### src/rtl/inverter_arbiter.sv
`default_nettype none
// ============================================================================
// Module  : inverter_arbiter
// Brief   : Round-robin N:1 arbiter feeding one output register that holds the
//           bitwise inverse of the granted word together with its source index.
// Revision: 1.0
// ============================================================================
module inverter_arbiter #(
    parameter int DATA_WIDTH = 32,
    parameter int NUM_REQ    = 4,
    parameter int ID_WIDTH   = 2
) (
    input  logic                          clk,
    input  logic                          rst,
    input  logic [NUM_REQ-1:0]            req_valid,
    input  logic [NUM_REQ*DATA_WIDTH-1:0] req_data,
    output logic [NUM_REQ-1:0]            req_ready,
    output logic                          out_valid,
    output logic [DATA_WIDTH-1:0]         out_data,
    output logic [ID_WIDTH-1:0]           out_id,
    input  logic                          out_ready
);

    localparam logic [ID_WIDTH-1:0] c_LAST_IDX = ID_WIDTH'(NUM_REQ - 1);

    logic                  out_valid_q, out_valid_d;
    logic [DATA_WIDTH-1:0] out_data_q, out_data_d;
    logic [ID_WIDTH-1:0]   out_id_q, out_id_d;
    logic [ID_WIDTH-1:0]   last_grant_q, last_grant_d;

    logic                  w_can_load;
    logic                  w_found;
    logic                  w_in_xfer;
    logic                  w_out_xfer;
    logic [ID_WIDTH-1:0]   w_sel;
    logic [ID_WIDTH-1:0]   w_idx;
    logic [DATA_WIDTH-1:0] w_word;

    // The register may take a new word when empty or when it is being drained.
    assign w_can_load = !out_valid_q || out_ready;
    assign w_in_xfer  = !rst && w_can_load && w_found;
    assign w_out_xfer = out_valid_q && out_ready;

    // Walk the ring starting one past the last grant; first valid index wins.
    always_comb begin : p_search
        w_found = 1'b0;
        w_sel   = '0;
        w_idx   = last_grant_q;
        for (int k = 0; k < NUM_REQ; k++) begin
            w_idx = (w_idx == c_LAST_IDX) ? '0 : w_idx + ID_WIDTH'(1);
            if (!w_found && req_valid[w_idx]) begin
                w_found = 1'b1;
                w_sel   = w_idx;
            end
        end
    end

    always_comb begin : p_word_mux
        w_word = '0;
        for (int i = 0; i < NUM_REQ; i++) begin
            if (w_sel == ID_WIDTH'(i)) begin
                w_word = req_data[i*DATA_WIDTH +: DATA_WIDTH];
            end
        end
    end

    generate
        for (genvar g = 0; g < NUM_REQ; g++) begin : g_ready
            assign req_ready[g] = w_in_xfer && (w_sel == ID_WIDTH'(g));
        end
    endgenerate

    always_comb begin : p_next
        out_valid_d  = out_valid_q;
        out_data_d   = out_data_q;
        out_id_d     = out_id_q;
        last_grant_d = last_grant_q;
        if (w_in_xfer) begin
            out_valid_d  = 1'b1;
            out_data_d   = ~w_word;
            out_id_d     = w_sel;
            last_grant_d = w_sel;
        end else if (w_out_xfer) begin
            out_valid_d  = 1'b0;
        end
    end

    // Reset leaves the pointer on the last index so the first search starts at 0.
    always_ff @(posedge clk) begin : p_regs
        if (rst) begin
            out_valid_q  <= 1'b0;
            out_data_q   <= '0;
            out_id_q     <= '0;
            last_grant_q <= c_LAST_IDX;
        end else begin
            out_valid_q  <= out_valid_d;
            out_data_q   <= out_data_d;
            out_id_q     <= out_id_d;
            last_grant_q <= last_grant_d;
        end
    end

    assign out_valid = out_valid_q;
    assign out_data  = out_data_q;
    assign out_id    = out_id_q;

endmodule
`default_nettype wire

### config.mk
export PLATFORM = sky130hd
export DESIGN_NAME = inverter_arbiter
export DESIGN_NICKNAME = d
export VERILOG_FILES = /design/src/rtl/inverter_arbiter.sv
export SDC_FILE = /design/constraint.sdc
export NUM_CORES = 1
export LEC_CHECK = 0
export CAP_MARGIN = 20
export CORE_MARGIN = 5
export CORE_UTILIZATION = 39
export DETAILED_ROUTE_END_ITERATION = 7
export PLACE_DENSITY_LB_ADDON = 0.1
export SLEW_MARGIN = 20
export SYNTH_ARGS = -nofsm -noshare
export SYNTH_HDL_FRONTEND = slang
export SYNTH_SLANG_ARGS = --single-unit
### constraint.sdc
create_clock -name clk -period 3.6 [get_ports clk]
set_input_delay 0.72 -clock clk [delete_from_list [all_inputs] [get_ports clk]]
set_output_delay 0.72 -clock clk [all_outputs]
set_load 0.02 [all_outputs]
==> job_summary.md, run 1 <==
## Synthesis and layout report

| Metric | Value |
|---|---|
| Dpl cells | ~650 |
| Floorplan Utilization | between 30% and 40% |
| Area fraction in mux cells | 0.3681% |
| Final hold violation count | 0 |
| Top delay family on crit path | buffers and inverters |
| WP depth | 8 |
| Critical R2R Capture | out_data[28] |
| DR iter-0 viols | between 100 and 150 |
| Number of H-tree levels | 2 |
| Final #Nets | 692 |
| CTS tree | done |
| Ys cells | approximately 400 |
| YS warnings | 0 |
| Max-cap violations | 0 |
| Cells on Worst Hold Path | 2 |
| Seq power | around 0.56 mW |
| Mapped Nets | 537 |
| Max reg flops | 32 |
| Status | finished, final reports clean |
| Comb/total area | around 37% |
| Maximum operating frequency | slightly below 300 MHz |
| Adder Area Share | less than 1% |
| Setup TNS | 0 ns |
| Clock Skew | between 0.002 and 0.003 ns |
| Critical Path End | req_ready[0] |
| GRT overflow | 0 |
| Rows | 32 |
| Clk sink count | 37 |
| Startpoint of the worst hold path | out_id[0] |
| NetSw | about 1.1 mW |
| Switching portion of total power | a little over two fifths |
| Count of filler cells inserted in the layout | 700 |
| Chip width | 98.57 um |
| Met3 Use GR | between 6 and 7% |
| Top Metal Used | met4 |
| Clock power share | 12.2% |
| Reg area | about 740 um2 |
| Dominant kind of combinational cell | AND-OR/OR-AND gates |
| Register area share after synthesis | around a quarter |
| Clk pwr | around 0.30 mW |
| Mean Syn Cell Area | about 7.6 um2 |
| Unique masters post-synth | 43 |
| M1 GR Usage | between 20% and 30% |
| Largest stage delay on the critical path | a little over 0.5 ns |
| Peak VDD IR | approximately 0.34 mV |
| Hold slack | 0.4579 ns |
| P_comb | approximately 1.6 mW |
| Data required, critical path | between 2 and 3 ns |
| Most common library cells after synthesis | inv_1, o211ai_1, nor2_1 |
| Endpoints failing setup | 0 |
| Vias in the first global route | 3,535 |
| Core ar. | between 7000 and 8000 um2 |
| Gate power share | between 60 and 70% |
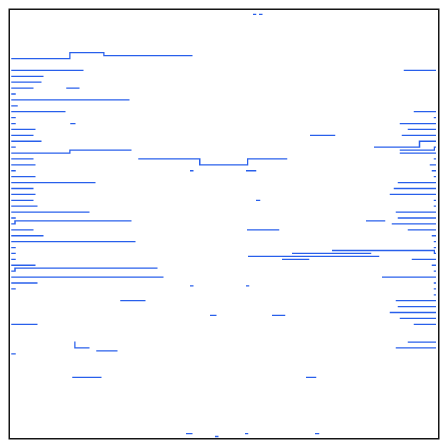
*Signal wires on met3, run 1*
longest straight run: 34.7 um
main direction: horizontal

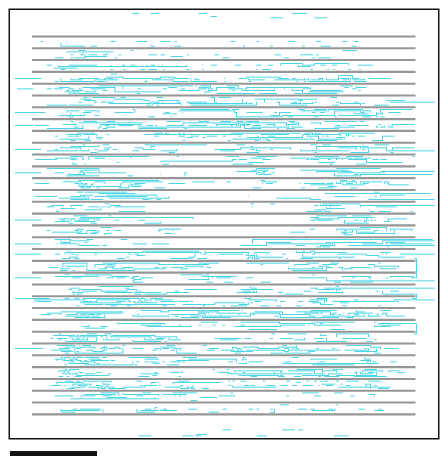
*Metal 1, run 1*
Scale bar: 20 um. Supply wires on this layer in grey.
longest straight run: 41.4 um
share of all routed wire: 41%

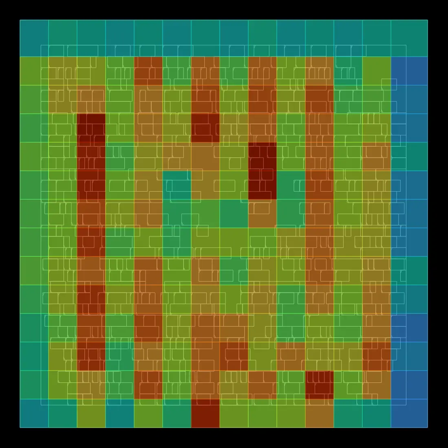
*Track usage over the die, run 1*
wire per inst: 16.26 um
met2 usage: 37.34%
most used routing layer: met2

### M2 wires, run 1

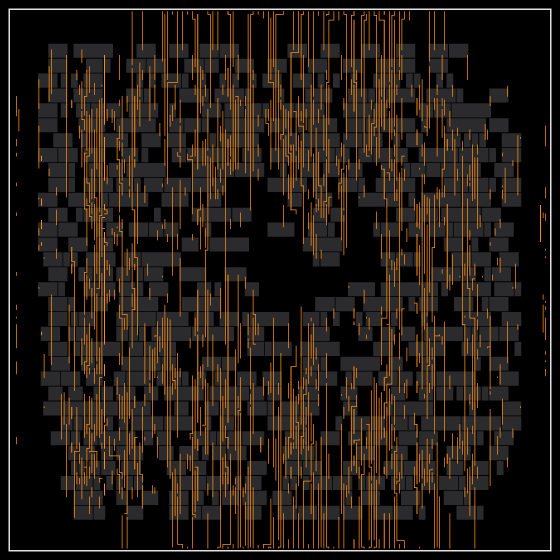

## Run 2: what changed since run 1
Settings changed: CORE_ASPECT_RATIO from default to 1.2, CORE_MARGIN 5 to default.
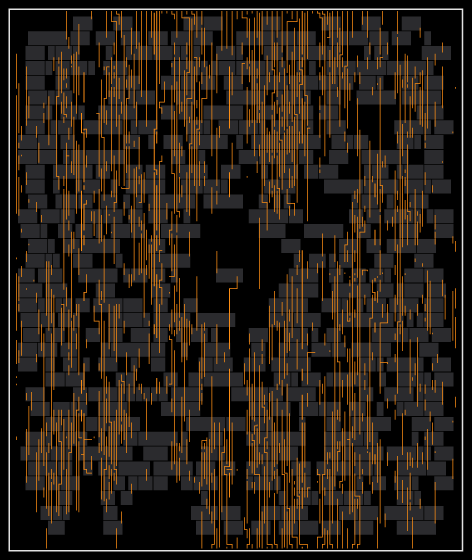
*M2 wires, run 2*
longest straight run: 47.1 um
share of all routed wire: 48%
wire length on this layer: 5,040 um

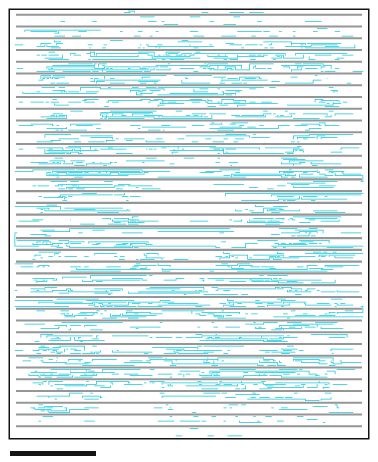
*Metal 1, run 2*
Scale bar: 20 um. Supply wires on this layer in grey.
wire length on this layer: 4,470 um
share of all routed wire: 43%
longest straight run: 37.0 um

==> run 2 against run 1 <==
- area after synthesis unchanged
- die size down 16%
- clock power about the same
- cell area down 0.10%
- via count up 1.1%
- final cell count down 1.5%
- critical path depth unchanged
- sequential power about the same
- total power up 0.58%
- highest routed layer unchanged
==> job_summary.md, run 2 <==
## Synthesis and layout report

| Metric | Value |
|---|---|
| Vias in the first global route | between 3,000 and 4,000 |
| Seq power | ~0.56 mW |
| Chip width | 82.85 um |
| Mapped Nets | approximately 540 |
| Setup TNS | 0 ns |
| DR iter-0 viols | roughly 180 |
| Critical R2R Capture | out_data[13] |
| Register area share after synthesis | 24.21% |
| RSZ-0062 raised after global routing | false |
| P_comb | 1.57 mW |
| Clock Skew | between 0.01 and 0.015 ns |
| Cells on Worst Hold Path | 2 |
| CTS tree | done |
| Max-cap violations | 0 |
| Endpoints failing setup | 0 |
| Clock power share | roughly an eighth |
| Comb/total area | about 37% |
| GRT overflow | 0 |
| Count of filler cells inserted in the layout | ~700 |
| Dominant kind of combinational cell | AND-OR/OR-AND gates |
| Core ar. | 7620 um2 |
| Ys cells | 401 |
| YS warnings | 0 |
| Port bufs | about 170 |
| Floorplan Utilization | around two fifths |
| Most common library cells after synthesis | inv_1, o211ai_1, nor2_1 |
| Peak VDD IR | just under 0.7 mV |
| Reg area | around 740 um2 |
| Dpl cells | between 600 and 700 |
| Met3 Use GR | ~6.3% |
| Largest stage delay on the critical path | 0.50 ns |
| Wire per inst | around 16 um |
| Area fraction in mux cells | less than 1% |
| Hold slack | between 0.4 and 0.5 ns |
| Most used routing layer | met2 |
| Met2 usage | between 40% and 50% |
| Mean Syn Cell Area | about 7.6 um2 |
| WP depth | 8 |
| Data required, critical path | about 2.9 ns |
| Adder Area Share | less than 1% |
| Top Metal Used | met4 |
| Status | finished, final reports clean |
| Final #Nets | 691 |
| M1 GR Usage | between 30 and 40% |
| Critical Path End | req_ready[0] |
| Number of H-tree levels | 2 |
| Unique masters post-synth | roughly 43 |
| Clk pwr | around 0.30 mW |
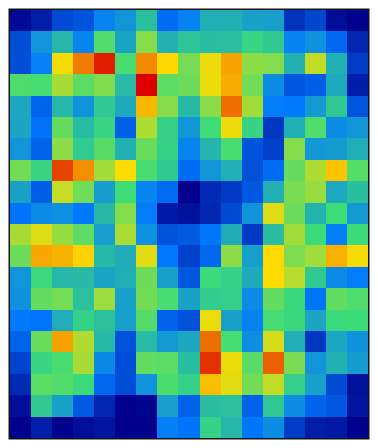
*Signal metal coverage by tile, run 2*
17 x 20 tiles, from dark blue (low) to red (high), scaled to the fullest tile. Values are wire area over tile area, all layers added.
nearly empty tiles: 2.6%
mean over tiles: 0.21
fullest tile: 0.51
tiles over half the peak: 33%

No activity file was given, so power comes from the tool's default toggle rates.
